--- src/rtl/alu_arb_pkg.sv ---
// Shared types for alu_arbiter: FSM state encoding, ALU opcode values and a
// small index-wrap helper used by the round-robin arbiter.
package alu_arb_pkg;

    typedef enum logic [1:0] {
        IDLE = 2'd0,
        EXEC = 2'd1,
        RESP = 2'd2
    } state_e;

    localparam logic [3:0] OP_ADD = 4'd0;
    localparam logic [3:0] OP_SUB = 4'd1;
    localparam logic [3:0] OP_MUL = 4'd2;
    localparam logic [3:0] OP_DIV = 4'd3;
    localparam logic [3:0] OP_MOD = 4'd4;
    localparam logic [3:0] OP_AND = 4'd5;
    localparam logic [3:0] OP_OR  = 4'd6;
    localparam logic [3:0] OP_XOR = 4'd7;
    localparam logic [3:0] OP_NOT = 4'd8;
    localparam logic [3:0] OP_SHL = 4'd9;
    localparam logic [3:0] OP_SHR = 4'd10;
    localparam logic [3:0] OP_ROL = 4'd11;
    localparam logic [3:0] OP_ROR = 4'd12;
    localparam logic [3:0] OP_LT  = 4'd13;
    localparam logic [3:0] OP_GT  = 4'd14;
    localparam logic [3:0] OP_EQ  = 4'd15;

    // Offsets are always below 2*n, so a single subtraction is enough.
    function automatic int rr_wrap(input int idx, input int n);
        return (idx >= n) ? (idx - n) : idx;
    endfunction

endpackage

--- src/rtl/alu_arbiter_rr.sv ---
// Combinational round-robin arbiter: grants the first requester at or after
// ptr (wrapping), producing a one-hot grant and its index.
module rr_arbiter
    import alu_arb_pkg::*;
#(
    parameter int N    = 4,
    parameter int ID_W = $clog2(N)
) (
    input  logic [N-1:0]    req,
    input  logic [ID_W-1:0] ptr,
    input  logic            en,
    output logic [N-1:0]    gnt,
    output logic [ID_W-1:0] gnt_idx
);

    int   cand_s;
    logic found_s;
    logic hit_s;

    // Scan from ptr upward; the first hit wins and masks all later candidates.
    always_comb begin
        gnt     = {N{1'b0}};
        gnt_idx = {ID_W{1'b0}};
        found_s = 1'b0;
        hit_s   = 1'b0;
        cand_s  = 0;
        for (int i = 0; i < N; i++) begin
            cand_s       = rr_wrap(int'(ptr) + i, N);
            hit_s        = en & ~found_s & req[cand_s];
            gnt[cand_s]  = gnt[cand_s] | hit_s;
            gnt_idx      = hit_s ? ID_W'(cand_s) : gnt_idx;
            found_s      = found_s | hit_s;
        end
    end

endmodule

--- src/rtl/alu_arbiter.sv ---
// Shares one external 8-bit ALU among N_REQ requesters (IDLE->EXEC->RESP).
// Optional macro ALU_ARBITER_STATS_EN adds stat_ops / stat_stall counters.
module alu_arbiter
    import alu_arb_pkg::*;
#(
    parameter int N_REQ = 4,
    parameter int ID_W  = $clog2(N_REQ)
) (
    input  logic                 clk,
    input  logic                 rst_n,
    input  logic [N_REQ-1:0]     req_valid,
    output logic [N_REQ-1:0]     req_ready,
    input  logic [4*N_REQ-1:0]   req_opcode,
    input  logic [8*N_REQ-1:0]   req_a,
    input  logic [8*N_REQ-1:0]   req_b,
    output logic                 rsp_valid,
    input  logic                 rsp_ready,
    output logic [ID_W-1:0]      rsp_id,
    output logic [15:0]          rsp_data,
    output logic                 rsp_cout,
    output logic                 rsp_bout,
    output logic [3:0]           alu_opcode,
    output logic [7:0]           alu_a,
    output logic [7:0]           alu_b,
    input  logic [15:0]          alu_result,
    input  logic                 alu_cout,
    input  logic                 alu_bout
`ifdef ALU_ARBITER_STATS_EN
    ,
    output logic [31:0]          stat_ops,
    output logic [31:0]          stat_stall
`endif
);

    state_e            state_r;
    state_e            state_nxt_s;
    logic [ID_W-1:0]   rr_ptr_r;
    logic [ID_W-1:0]   id_r;
    logic [N_REQ-1:0]  gnt_s;
    logic [ID_W-1:0]   gnt_idx_s;
    logic              arb_en_s;
    logic              accept_s;

    // Grants are only offered in IDLE and never while reset is asserted.
    assign arb_en_s  = (state_r == IDLE) & rst_n;
    assign req_ready = gnt_s;

    rr_arbiter #(
        .N    (N_REQ),
        .ID_W (ID_W)
    ) u_rr_arbiter (
        .req     (req_valid),
        .ptr     (rr_ptr_r),
        .en      (arb_en_s),
        .gnt     (gnt_s),
        .gnt_idx (gnt_idx_s)
    );

    // Next-state logic; accept_s marks the request handshake cycle.
    always_comb begin
        state_nxt_s = state_r;
        accept_s    = 1'b0;
        case (state_r)
            IDLE: begin
                if (|gnt_s) begin
                    state_nxt_s = EXEC;
                    accept_s    = 1'b1;
                end else begin
                    state_nxt_s = IDLE;
                end
            end
            EXEC: state_nxt_s = RESP;
            RESP: begin
                if (rsp_ready) begin
                    state_nxt_s = IDLE;
                end else begin
                    state_nxt_s = RESP;
                end
            end
            default: state_nxt_s = IDLE;
        endcase
    end

    // FSM state, round-robin pointer and tag of the op in flight.
    always_ff @(posedge clk or negedge rst_n) begin
        if (!rst_n) begin
            state_r  <= IDLE;
            rr_ptr_r <= {ID_W{1'b0}};
            id_r     <= {ID_W{1'b0}};
        end else begin
            state_r <= state_nxt_s;
            if (accept_s) begin
                id_r     <= gnt_idx_s;
                rr_ptr_r <= (gnt_idx_s == ID_W'(N_REQ - 1)) ? {ID_W{1'b0}}
                                                             : gnt_idx_s + ID_W'(1);
            end else begin
                id_r     <= id_r;
                rr_ptr_r <= rr_ptr_r;
            end
        end
    end

    // ALU operand registers keep their last value between ops.
    always_ff @(posedge clk or negedge rst_n) begin
        if (!rst_n) begin
            alu_opcode <= 4'd0;
            alu_a      <= 8'd0;
            alu_b      <= 8'd0;
        end else if (accept_s) begin
            alu_opcode <= req_opcode[{gnt_idx_s, 2'b00} +: 4];
            alu_a      <= req_a[{gnt_idx_s, 3'b000} +: 8];
            alu_b      <= req_b[{gnt_idx_s, 3'b000} +: 8];
        end else begin
            alu_opcode <= alu_opcode;
            alu_a      <= alu_a;
            alu_b      <= alu_b;
        end
    end

    // Response capture in EXEC; held stable in RESP until the consumer accepts.
    always_ff @(posedge clk or negedge rst_n) begin
        if (!rst_n) begin
            rsp_valid <= 1'b0;
            rsp_id    <= {ID_W{1'b0}};
            rsp_data  <= 16'd0;
            rsp_cout  <= 1'b0;
            rsp_bout  <= 1'b0;
        end else begin
            case (state_r)
                EXEC: begin
                    rsp_valid <= 1'b1;
                    rsp_id    <= id_r;
                    rsp_data  <= alu_result;
                    rsp_cout  <= alu_cout;
                    rsp_bout  <= alu_bout;
                end
                RESP: begin
                    if (rsp_ready) begin
                        rsp_valid <= 1'b0;
                    end else begin
                        rsp_valid <= rsp_valid;
                    end
                end
                default: rsp_valid <= rsp_valid;
            endcase
        end
    end

`ifdef ALU_ARBITER_STATS_EN
    logic rsp_hs_s;
    logic rsp_stall_s;

    assign rsp_hs_s    = rsp_valid & rsp_ready;
    assign rsp_stall_s = rsp_valid & ~rsp_ready;

    // Free-running wrap-around counters of completed ops and stalled cycles.
    always_ff @(posedge clk or negedge rst_n) begin
        if (!rst_n) begin
            stat_ops   <= 32'd0;
            stat_stall <= 32'd0;
        end else begin
            stat_ops   <= rsp_hs_s    ? stat_ops + 32'd1   : stat_ops;
            stat_stall <= rsp_stall_s ? stat_stall + 32'd1 : stat_stall;
        end
    end
`endif

endmodule
--- config.mk ---
export PLATFORM = sky130hd
export DESIGN_NAME = alu_arbiter
export DESIGN_NICKNAME = d
export VERILOG_FILES = /design/src/rtl/alu_arb_pkg.sv /design/src/rtl/alu_arbiter_rr.sv /design/src/rtl/alu_arbiter.sv
export SDC_FILE = /design/constraint.sdc
export NUM_CORES = 1
export LEC_CHECK = 0
export CAP_MARGIN = 10
export CORE_MARGIN = 1
export CORE_UTILIZATION = 30
export CTS_CLUSTER_DIAMETER = 80
export DETAILED_ROUTE_END_ITERATION = 10
export GPL_ROUTABILITY_DRIVEN = 0
export SYNTH_ARGS = -nofsm -noshare
export SYNTH_HDL_FRONTEND = slang
export SYNTH_SLANG_ARGS = --single-unit
--- constraint.sdc ---
create_clock -name clk -period 7.7 [get_ports clk]
set_clock_uncertainty 0.05 [all_clocks]
set_input_delay 1.54 -clock clk [delete_from_list [all_inputs] [get_ports clk]]
set_output_delay 1.54 -clock clk [all_outputs]
set_load 0.005 [all_outputs]
==> results.json, run 1 <==
{
  "syn_avg_cell_area_sq_um": 11.1,
  "worst-path-stages": 10,
  "largest_register_ffs": 16,
  "cts_resized": 0,
  "reg.largest.list": "rsp_data x16, alu_a x8, alu_b x8",
  "ys.flops": 47,
  "netSwitchingFraction": 0.344,
  "endpoint_kind": "output pin",
  "rows": 37,
  "pre_cts_slack_ns": 1.34,
  "portBuffers": 149,
  "synth_area_sq_um": 3210,
  "warning_count": 29,
  "ios": 150,
  "leakagePower_nw": 2.15,
  "num_vias": 2807,
  "final_core_util": 0.477,
  "synth_chip_area_sq_um": 3210,
  "antenna_found_initial": 0,
  "drt-initial-drc-count": 76,
  "switching_power_mw": 0.542,
  "cts.clk_slew.worst_paths_ns": 0.08,
  "first_pass_iters": 4,
  "cts_buffers": 5,
  "avgViaCountPerCell": 4.97,
  "cts.hold.buffers_added": 0,
  "gr-usage-all-layers": 0.161,
  "avgRoutedWirePerCell_microns": 15.5,
  "slew_violations": 0,
  "relSlewSlack": 0.317,
  "period_used_share": 0.849,
  "cpMostUsedCell": "a21oi_1",
  "edf_count": 0,
  "cts_tree": "yes",
  "slowest_delay_ns": 0.93,
  "p_seq_mw": 0.441,
  "worst_pin_slew_ns": 1.02,
  "synth_nets": 399,
  "pg_comb_mw": 0.961,
  "synthCells": 290,
  "chip_area_sq_um": 11100,
  "cap_violations": 0,
  "startpoint_type": "flop",
  "cp_num_buf_inv": 2,
  "arrival_ns": 4.95,
  "crit_required_ns": 6.11,
  "whs_ns": 0.444,
  "dpl.hpwl_microns": 6590,
  "clock.fmax_ghz": 0.153,
  "finalSetupTns_ns": 0,
  "flop_area_sq_um": 1180,
  "async_flop_share": 1.00,
  "r2r-end": "alu_a[0]",
  "final_hold_viol_count": 0,
  "yosys_warnings": 0,
  "core_sq_um": 10300,
  "antenna_left": 0,
  "fin_nets": 538,
  "grt_pass1_vias": 2846,
  "min_period_ns": 6.54,
  "hp-start": "alu_b[2]",
  "drive_gt1_frac": 0.142,
  "endpoint": "req_ready[1]",
  "crit_slowest_cell": "dfrtp_1",
  "diodes": 0,
  "r2r_slack_ns": 2.58,
  "synth_cell_types": 50,
  "fp.dieH_microns": 105,
  "drc_errors": 0,
  "ys_seq_share": 0.367,
  "clock-sinks": 47,
  "worst_slack_ns": 1.16,
  "comb_power_share": 0.610,
  "ys_cells": 290,
  "logic_area_sq_um": 1920,
  "vdd_ir_drop_max_uv": 211,
  "grt_max_degree": 41,
  "initCoreUtil": 0.311,
  "power_frac_seq": 0.279,
  "maxPowerGroup": "combinational cells",
  "lay_top_cells": "clkdlybuf4s50_1, mux2i_1, dfrtp_1",
  "critPathTopFamily": "AND-OR/OR-AND gates",
  "grt_pass1_wl_microns": 14200,
  "largest_register": "rsp_data",
  "cts_max_path_buffers": 2,
  "reg2regPathDepth": 12,
  "htree_num_levels": 2,
  "rsz0062_at_grt": "false",
  "drt-total-wl_microns": 8760,
  "crit_fanout": 26,
  "root_buffer": "clkbuf_8",
  "hold_path_class": "flop to flop",
  "crit_type": "flop to output pin",
  "internal_power_mw": 1.03,
  "die_w_microns": 105,
  "setup_viol": 0,
  "fill_cells": 985,
  "grt_overflow_total": 0,
  "powerDensity_nw_per_um2": 320,
  "outcome": "finished clean",
  "syn_to_final_growth_pct": 53.5,
  "synthFlopType": "dfrtp_1",
  "postCtsSetupBuffers": 0,
  "crit_chain": "inv_1 > ha_1 > mux4_2 > a21oi_1 > a2111oi_1 > a221oi_1 > o31ai_1 > a31oi_2 > a21oi_1 > clkdlybuf4s50_1"
}
[run 1: how the worst min path moves through the flow]
stage,endpoint,depth (start not counted)
2_1_floorplan,id_r[1],1
3_3_place_gp,id_r[1],1
3_5_place_dp,alu_b[2],1
4_1_cts,alu_b[2],1
5_1_grt,alu_opcode[2],1
6_report,alu_b[2],1
[run 1: metrics by stage]
| stage | std cells | area (sq um) | total power [mW] |
|---|---|---|---|
| final | 565 | 4920 | 1.58 |
| after global routing | 565 | 4920 | 1.70 |
| after detailed placement | 558 | 4820 | 1.42 |
| after floorplan | 290 | 3210 | 1.02 |
| after global placement | 558 | 4820 | 1.42 |
| after CTS | 565 | 4920 | 1.61 |
[run 1: cell usage after synthesis, drive strengths merged, types with 3 or more instances]
cell type   n  share of area
a21oi       9          0.014
a221oi      3         0.0082
a31oi       4         0.0098
buf        11          0.023
clkbuf     11          0.013
dfrtp      47           0.37
ha          4          0.016
inv         8         0.0094
mux2       44           0.15
mux2i      69           0.22
mux4        3          0.021
nand2      10          0.012
nor2       13          0.015
nor2b       6          0.012
nor3        5          0.011
o21ai       6         0.0094
o31ai       3         0.0070
[run 1: layer usage]
layer	GRT usage	routed length, microns	vias up
met4	0.0392	96	0
met2	0.279	4410	95
met1	0.201	3720	1350
met3	0.0396	530	9
li1	-	-	1353
met5	0	0	-
[run 1: kinds of logic after synthesis]
family,share of synthesized area
adder cells (fa/ha/maj),0.0156
flip-flops,0.367
AND/OR/NAND/NOR,0.0722
buffers and inverters,0.0449
multiplexers,0.392
AND-OR/OR-AND,0.105
XOR/XNOR,0.00273
[run 1: area by class of cell]
type / count / area share
inverters: 8 / 0.00610
multi-input cells: 213 / 0.390
clock inverters: 1 / 0.00610
repair buffers: 154 / 0.310
clock buffers: 6 / 0.0147
well taps: 136 / 0.0346
flip-flops and latches: 47 / 0.239
Run 1, met3 routing:
Scale: 4 px per micron.
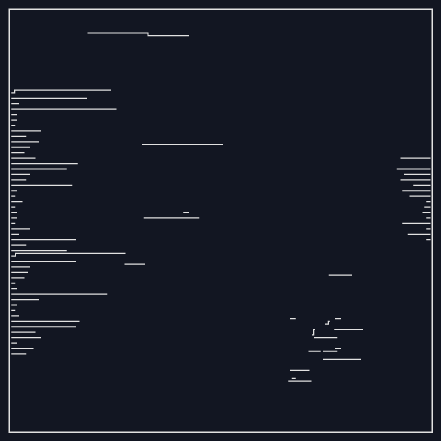
wire length on this layer: 530 microns
main direction: horizontal
nets with wire on the layer: 77

Run 1, clock distribution:
Scale: 4 px per micron.
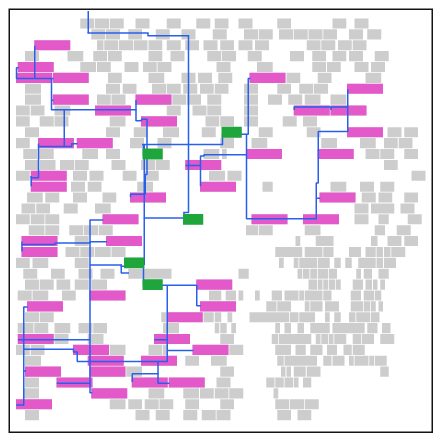
[green] cells driving clock nets | count: 5
[magenta] flip-flops | count: 47
[blue] clock wires | length: 650 microns
routed clock nets: 6
flops lie: spread over the die
clock share of power: 0.111
Clk. pwr: 0.175 mW
later-pin clock latency in the skew report: 0.29 ns

Run 1, wiring by layer:
Scale: 2 px per micron.
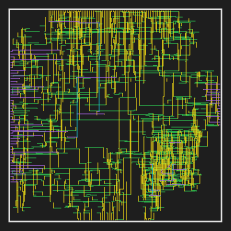
| colour | layer | wire length |
|---|---|---|
| purple | met3 | 530 microns |
| yellow | met2 | 4410 microns |
| cyan | met4 | 96.6 microns |
| green | met1 | 3720 microns |

Run 1, logic cells by family:
Scale: 2 px per micron.
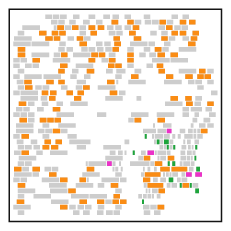
| colour | family | cells |
|---|---|---|
| orange | multiplexers | 116 |
| green | NAND gates | 16 |
| magenta | AND-OR and OR-AND gates | 5 |
logic share of the area: 0.390
most numerous logic cell after layout: clkdlybuf4s50_1
non-filler instance count after layout: 565

Run 1, the clock network:
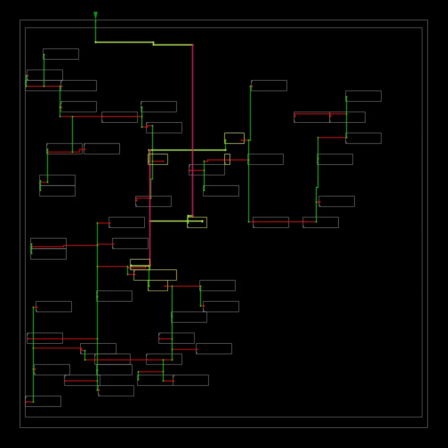

==> run 2: changes to the inputs <==
==> constraint.sdc (replaced) <==
create_clock -name clk -period 6.3 [get_ports clk]
set_clock_uncertainty 0.05 [all_clocks]
set_input_delay 1.26 -clock clk [delete_from_list [all_inputs] [get_ports clk]]
set_output_delay 1.26 -clock clk [all_outputs]
set_load 0.005 [all_outputs]
Run 2, the clock network:
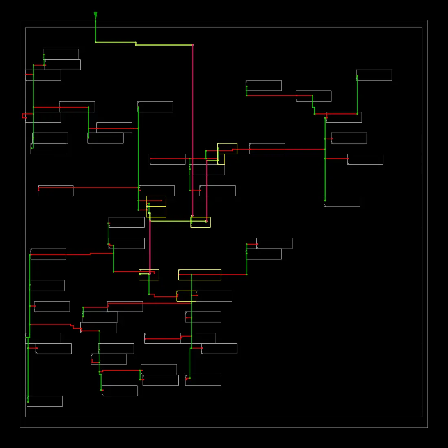
Clk. pwr: 0.233 mW
CTS Sinks: 47
clock buffer count in the final layout: 6

==> results.json, run 2 <==
{
  "outcome": "finished clean",
  "arrival_ns": 4.48,
  "ys.flops": 47,
  "first_pass_iters": 4,
  "top_logic_kind": "multiplexers",
  "yosys.area.top_type_share": 0.367,
  "hold_path_class": "flop to flop",
  "dpl.hpwl_microns": 6750,
  "grt_max_degree": 45,
  "synth-compound-area-share": 0.105,
  "powerDensity_nw_per_um2": 395,
  "diodes": 0,
  "post-synth-top-count-cell": "mux2i_1",
  "synthTopCellsByCount": "mux2i_1, dfrtp_1, mux2_2, nor2_1, clkbuf_1",
  "synth.area.top_cells": "dfrtp_1, mux2i_1, mux2_2",
  "lay_top_cells": "clkdlybuf4s50_1, mux2i_1, dfrtp_1",
  "r2r_slack_ns": 1.83,
  "crit_fanout": 8,
  "htree_num_levels": 2,
  "grt_pass1_wl_microns": 14200,
  "root_buffer": "clkbuf_8",
  "reg.largest.list": "rsp_data x16, alu_a x8, alu_b x8",
  "worst_pin_slew_ns": 1.04,
  "finalSetupTns_ns": 0,
  "cap_violations": 0,
  "whs_path_depth": 1,
  "largest_register_ffs": 16,
  "clock.fmax_ghz": 0.173,
  "cts_resized": 0,
  "edf_count": 0,
  "ios": 150,
  "worst_slack_ns": 0.510,
  "reg2regPathDepth": 12,
  "synth_chip_area_sq_um": 3210,
  "fin_nets": 539,
  "clk_latency_ns": 0.29,
  "drt-total-wl_microns": 8920,
  "yosys.area_share.xor_xnor": 0.00273,
  "grt_pass1_vias": 2914,
  "drc_errors": 0,
  "yosys_warnings": 0,
  "rows": 37,
  "synth-simple-area-share": 0.0722,
  "total_power_mw": 1.96,
  "warning_count": 29,
  "ys_sh_mux": 0.392,
  "crit_type": "primary input to output pin",
  "crit_required_ns": 4.99,
  "hold_end": "alu_b[2]",
  "setup_viol": 0,
  "fp.dieH_microns": 105,
  "lay_top_count": "clkdlybuf4s50_1",
  "flop_area_sq_um": 1180,
  "final_hold_viol_count": 0,
  "leakagePower_nw": 2.17,
  "logic_area_sq_um": 1920,
  "min_period_ns": 5.79,
  "portBuffers": 149,
  "synth_nets": 399,
  "r2r-end": "alu_b[0]",
  "cts.hold.buffers_added": 0,
  "largest_register": "rsp_data",
  "endpoint_kind": "output pin",
  "syn_avg_cell_area_sq_um": 11.1,
  "synthFlopType": "dfrtp_1",
  "antenna_left": 0,
  "chip_area_sq_um": 11100,
  "dp_cells": 559,
  "avgRoutedWirePerCell_microns": 15.7,
  "fa_ha_area_frac": 0.0156,
  "die_w_microns": 105,
  "fill_cells": 970,
  "gr-usage-all-layers": 0.161,
  "drive_gt1_frac": 0.148,
  "synth_cell_types": 50,
  "startpoint_type": "primary input",
  "ys_cells": 290,
  "syn_to_final_growth_pct": 54.6,
  "cts.clk_slew.worst_paths_ns": 0.09,
  "fin_cells": 567,
  "top_area_cell": "dfrtp_1",
  "rsz0062_at_grt": "false",
  "initCoreUtil": 0.311,
  "vdd_ir_drop_max_uv": 261,
  "grt_overflow_total": 0,
  "drt-initial-drc-count": 40
}
run 2: worst max path at each step:
stage / start / endpoint / slack, ns
2_1_floorplan: req_valid[1] / req_ready[1] / 1.69
3_3_place_gp: req_valid[3] / req_ready[1] / 0.58
3_5_place_dp: req_valid[3] / req_ready[0] / 0.50
4_1_cts: req_valid[3] / req_ready[0] / 0.50
5_1_grt: req_valid[1] / req_ready[0] / 0.29
6_report: req_valid[3] / req_ready[0] / 0.51
run 2: through the flow:
stage	hold WS, ns	cell area [sq um]	utilization
finish	0.444	4960	0.480
global route	0.466	4960	0.480
CTS	0.453	4960	0.480
detailed placement	0.430	4840	0.469
global placement	0.421	4840	0.469
floorplan	0.409	3210	-
run 2: layer usage:
metal	global-route usage	wire, microns	up-vias
met1	0.194	3810	1340
met5	0	0	-
met4	0.0513	98	0
met3	0.0414	552	8
met2	0.280	4470	101
li1	-	-	1357
run 2: report_power, final:
| group | total [mW] | internal (mW) | switching (mW) |
|---|---|---|---|
| sequential | 0.530 | 0.453 | 0.0768 |
| clock | 0.233 | 0.129 | 0.104 |
| combinational | 1.20 | 0.700 | 0.496 |
run 2: final cells by class:
class / instances / share of cell area
clock buffer: 6 / 0.0167
clock inverter: 2 / 0.00707
inverter: 8 / 0.00606
multi-input combinational: 213 / 0.387
sequential: 47 / 0.237
tap: 136 / 0.0343
timing repair buffer: 155 / 0.312
run 2: critical path: stages:
cell	delay (ns)
clkdlybuf4s50_1	0.53
mux4_2	0.62
mux2i_2	0.21
o21ai_1	0.25
o22ai_1	0.17
o31ai_1	0.30
a31oi_2	0.17
a21oi_1	0.38
clkdlybuf4s50_1	0.59
==> run 3: changes to the inputs <==
--- a/config.mk
+++ b/config.mk
@@ -11,6 +11,7 @@
 export CTS_CLUSTER_DIAMETER = 80
 export DETAILED_ROUTE_END_ITERATION = 10
 export GPL_ROUTABILITY_DRIVEN = 0
+export HOLD_SLACK_MARGIN = 0.06
 export SYNTH_ARGS = -nofsm -noshare
 export SYNTH_HDL_FRONTEND = slang
 export SYNTH_SLANG_ARGS = --single-unit
Run 3, met3 routing:
Scale: 4 px per micron.
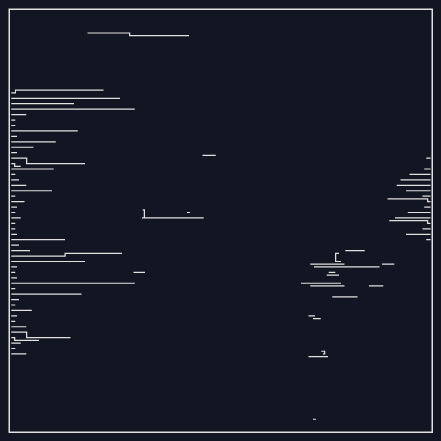
share of all routed wire: 6.2%
longest straight run: 30.6 microns
nets with wire on the layer: 80

==> results.json, run 3 <==
{
  "grt_pass1_vias": 2914,
  "post-synth-top-count-cell": "mux2i_1",
  "core_sq_um": 10300,
  "cts.clk_slew.worst_paths_ns": 0.09,
  "grt_overflow_total": 0,
  "routed-wl-met3_microns": 552,
  "final_core_util": 0.480,
  "diodes": 0,
  "async_flop_share": 1.00,
  "leakagePower_nw": 2.17,
  "top_area_cell": "dfrtp_1",
  "cap_violations": 0,
  "largest_register": "rsp_data",
  "crit_fanout": 8,
  "fp.dieH_microns": 105,
  "yosys.area.top_type_share": 0.367,
  "arrival_ns": 4.48,
  "hold_end": "alu_b[2]",
  "fill_cells": 970,
  "postCtsSetupBuffers": 0,
  "internal_power_mw": 1.28,
  "cp_num_buf_inv": 2,
  "ys_seq_share": 0.367,
  "final_hold_viol_count": 0,
  "critPathTopFamily": "AND-OR/OR-AND gates",
  "finalSetupTns_ns": 0,
  "vdd_ir_drop_max_uv": 261,
  "powerDensity_nw_per_um2": 395,
  "die_w_microns": 105,
  "syn_to_final_growth_pct": 54.6,
  "setup_viol": 0,
  "cpMostUsedCell": "clkdlybuf4s50_1",
  "ys_cells": 290,
  "r2r-start": "rr_ptr_r[1]",
  "switching_power_mw": 0.677,
  "outcome": "finished clean",
  "yosys_warnings": 0,
  "rsz0062_at_grt": "false",
  "crit_required_ns": 4.99,
  "synth_nets": 399,
  "reg.largest.list": "rsp_data x16, alu_a x8, alu_b x8",
  "comb_power_share": 0.611,
  "synth_area_sq_um": 3210,
  "crit_slowest_cell": "mux4_2",
  "r2r-end": "alu_b[0]",
  "hold_path_class": "flop to flop",
  "syn_avg_cell_area_sq_um": 11.1,
  "busiest_layer": "met2",
  "warning_count": 29,
  "rows": 37,
  "use_met2": 0.280,
  "routedLengthMet1_microns": 3810,
  "first_pass_iters": 4,
  "synthCells": 290,
  "top_layer_used": "met4",
  "whs_path_depth": 1,
  "antenna_found_initial": 0,
  "antenna_left": 0,
  "synth_cell_types": 50,
  "num_vias": 2806,
  "slowest_delay_ns": 0.62,
  "initCoreUtil": 0.311,
  "cts_max_path_buffers": 2,
  "drt-total-wl_microns": 8920,
  "worst_pin_slew_ns": 1.04,
  "use_met3": 0.0414,
  "fin_nets": 539,
  "endpoint_kind": "output pin",
  "drive_gt1_frac": 0.148,
  "whs_ns": 0.444,
  "chip_area_sq_um": 11100,
  "power_frac_seq": 0.271,
  "synth_chip_area_sq_um": 3210,
  "lay_top_cells": "clkdlybuf4s50_1, mux2i_1, dfrtp_1",
  "avgViaCountPerCell": 4.95,
  "drc_errors": 0,
  "ys.flops": 47,
  "ios": 150,
  "edf_count": 0,
  "cts_tree": "yes",
  "synthTopCellsByCount": "mux2i_1, dfrtp_1, mux2_2, nor2_1, clkbuf_1",
  "grt_max_degree": 45,
  "crit_type": "primary input to output pin",
  "root_buffer": "clkbuf_8",
  "pwr-share-clk": 0.119,
  "worst-path-stages": 9,
  "synthFlopType": "dfrtp_1",
  "dpl.hpwl_microns": 6750,
  "largest_register_ffs": 16,
  "clock.fmax_ghz": 0.173,
  "met2WireLength_microns": 4470,
  "relSlewSlack": 0.305,
  "htree_num_levels": 2,
  "portBuffers": 149,
  "grt_pass1_wl_microns": 14200,
  "lay_top_count": "clkdlybuf4s50_1",
  "avgRoutedWirePerCell_microns": 15.7,
  "slew_violations": 0,
  "pre_cts_slack_ns": 0.495,
  "gr-usage-all-layers": 0.161,
  "crit_chain": "clkdlybuf4s50_1 > mux4_2 > mux2i_2 > o21ai_1 > o22ai_1 > o31ai_1 > a31oi_2 > a21oi_1 > clkdlybuf4s50_1",
  "period_used_share": 0.919,
  "startpoint_type": "primary input",
  "worst_slack_ns": 0.510,
  "r2r_slack_ns": 1.83,
  "reg2regPathDepth": 12,
  "drt-initial-drc-count": 40,
  "cts_resized": 0,
  "netSwitchingFraction": 0.345,
  "clk_latency_ns": 0.29,
  "min_period_ns": 5.79,
  "synth.area.top_cells": "dfrtp_1, mux2i_1, mux2_2",
  "cts.hold.buffers_added": 0,
  "grtUsageMet1": 0.194,
  "hp-start": "alu_b[2]",
  "cts_buffers": 5,
  "clock-sinks": 47
}
==> run 3: cell counts in the layout (fill, tap and decap cells not counted) <==
Identical to the previous run, type by type.
==> run 3: stage by stage <==
step	instance area (sq um)	power [mW]	std cells
detailed placement	4840	1.75	559
floorplan	3210	1.24	290
global route	4960	2.10	567
finish	4960	1.96	567
CTS	4960	2.00	567
global placement	4840	1.74	559
==> run 3: worst max-delay path by stage <==
| stage | from | end |
|---|---|---|
| 2_1_floorplan | req_valid[1] | req_ready[1] |
| 3_3_place_gp | req_valid[3] | req_ready[1] |
| 3_5_place_dp | req_valid[3] | req_ready[0] |
| 4_1_cts | req_valid[3] | req_ready[0] |
| 5_1_grt | req_valid[1] | req_ready[0] |
| 6_report | req_valid[3] | req_ready[0] |
==> run 3: kinds of logic after synthesis <==
family                     count (synthesis)  synth area share
DFF                                       47             0.367
adders and majority gates                  4            0.0156
and+or+nand+nor                           45            0.0722
buffers and inverters                     30            0.0449
muxes                                    116             0.392
xor gates and xnor gates                   1           0.00273
AOI/OAI and AO/OA                         47             0.105
==> run 3: layout make-up <==
cell class | instances | area, sq um | share of cell area
Timing Repair Buffer | 155 | 1540 | 0.312
Sequential cell | 47 | 1180 | 0.237
Tap cell | 136 | 170 | 0.0343
Clock inverter | 2 | 35.0 | 0.00707
Clock buffer | 6 | 82.6 | 0.0167
Inverter | 8 | 30.0 | 0.00606
Multi-Input combinational cell | 213 | 1920 | 0.387
==> run 3: power by group through the flow <==
stage          clock network (mW)  logic (mW)  registers, mW
6_report                    0.233        1.20          0.530
5_1_grt                     0.253        1.30          0.549
4_1_cts                     0.247        1.22          0.532
3_5_place_dp                    0        1.21          0.537
3_3_place_gp                    0        1.21          0.530
2_1_floorplan                   0       0.700          0.543
Power is estimated from default activity; no workload was simulated.
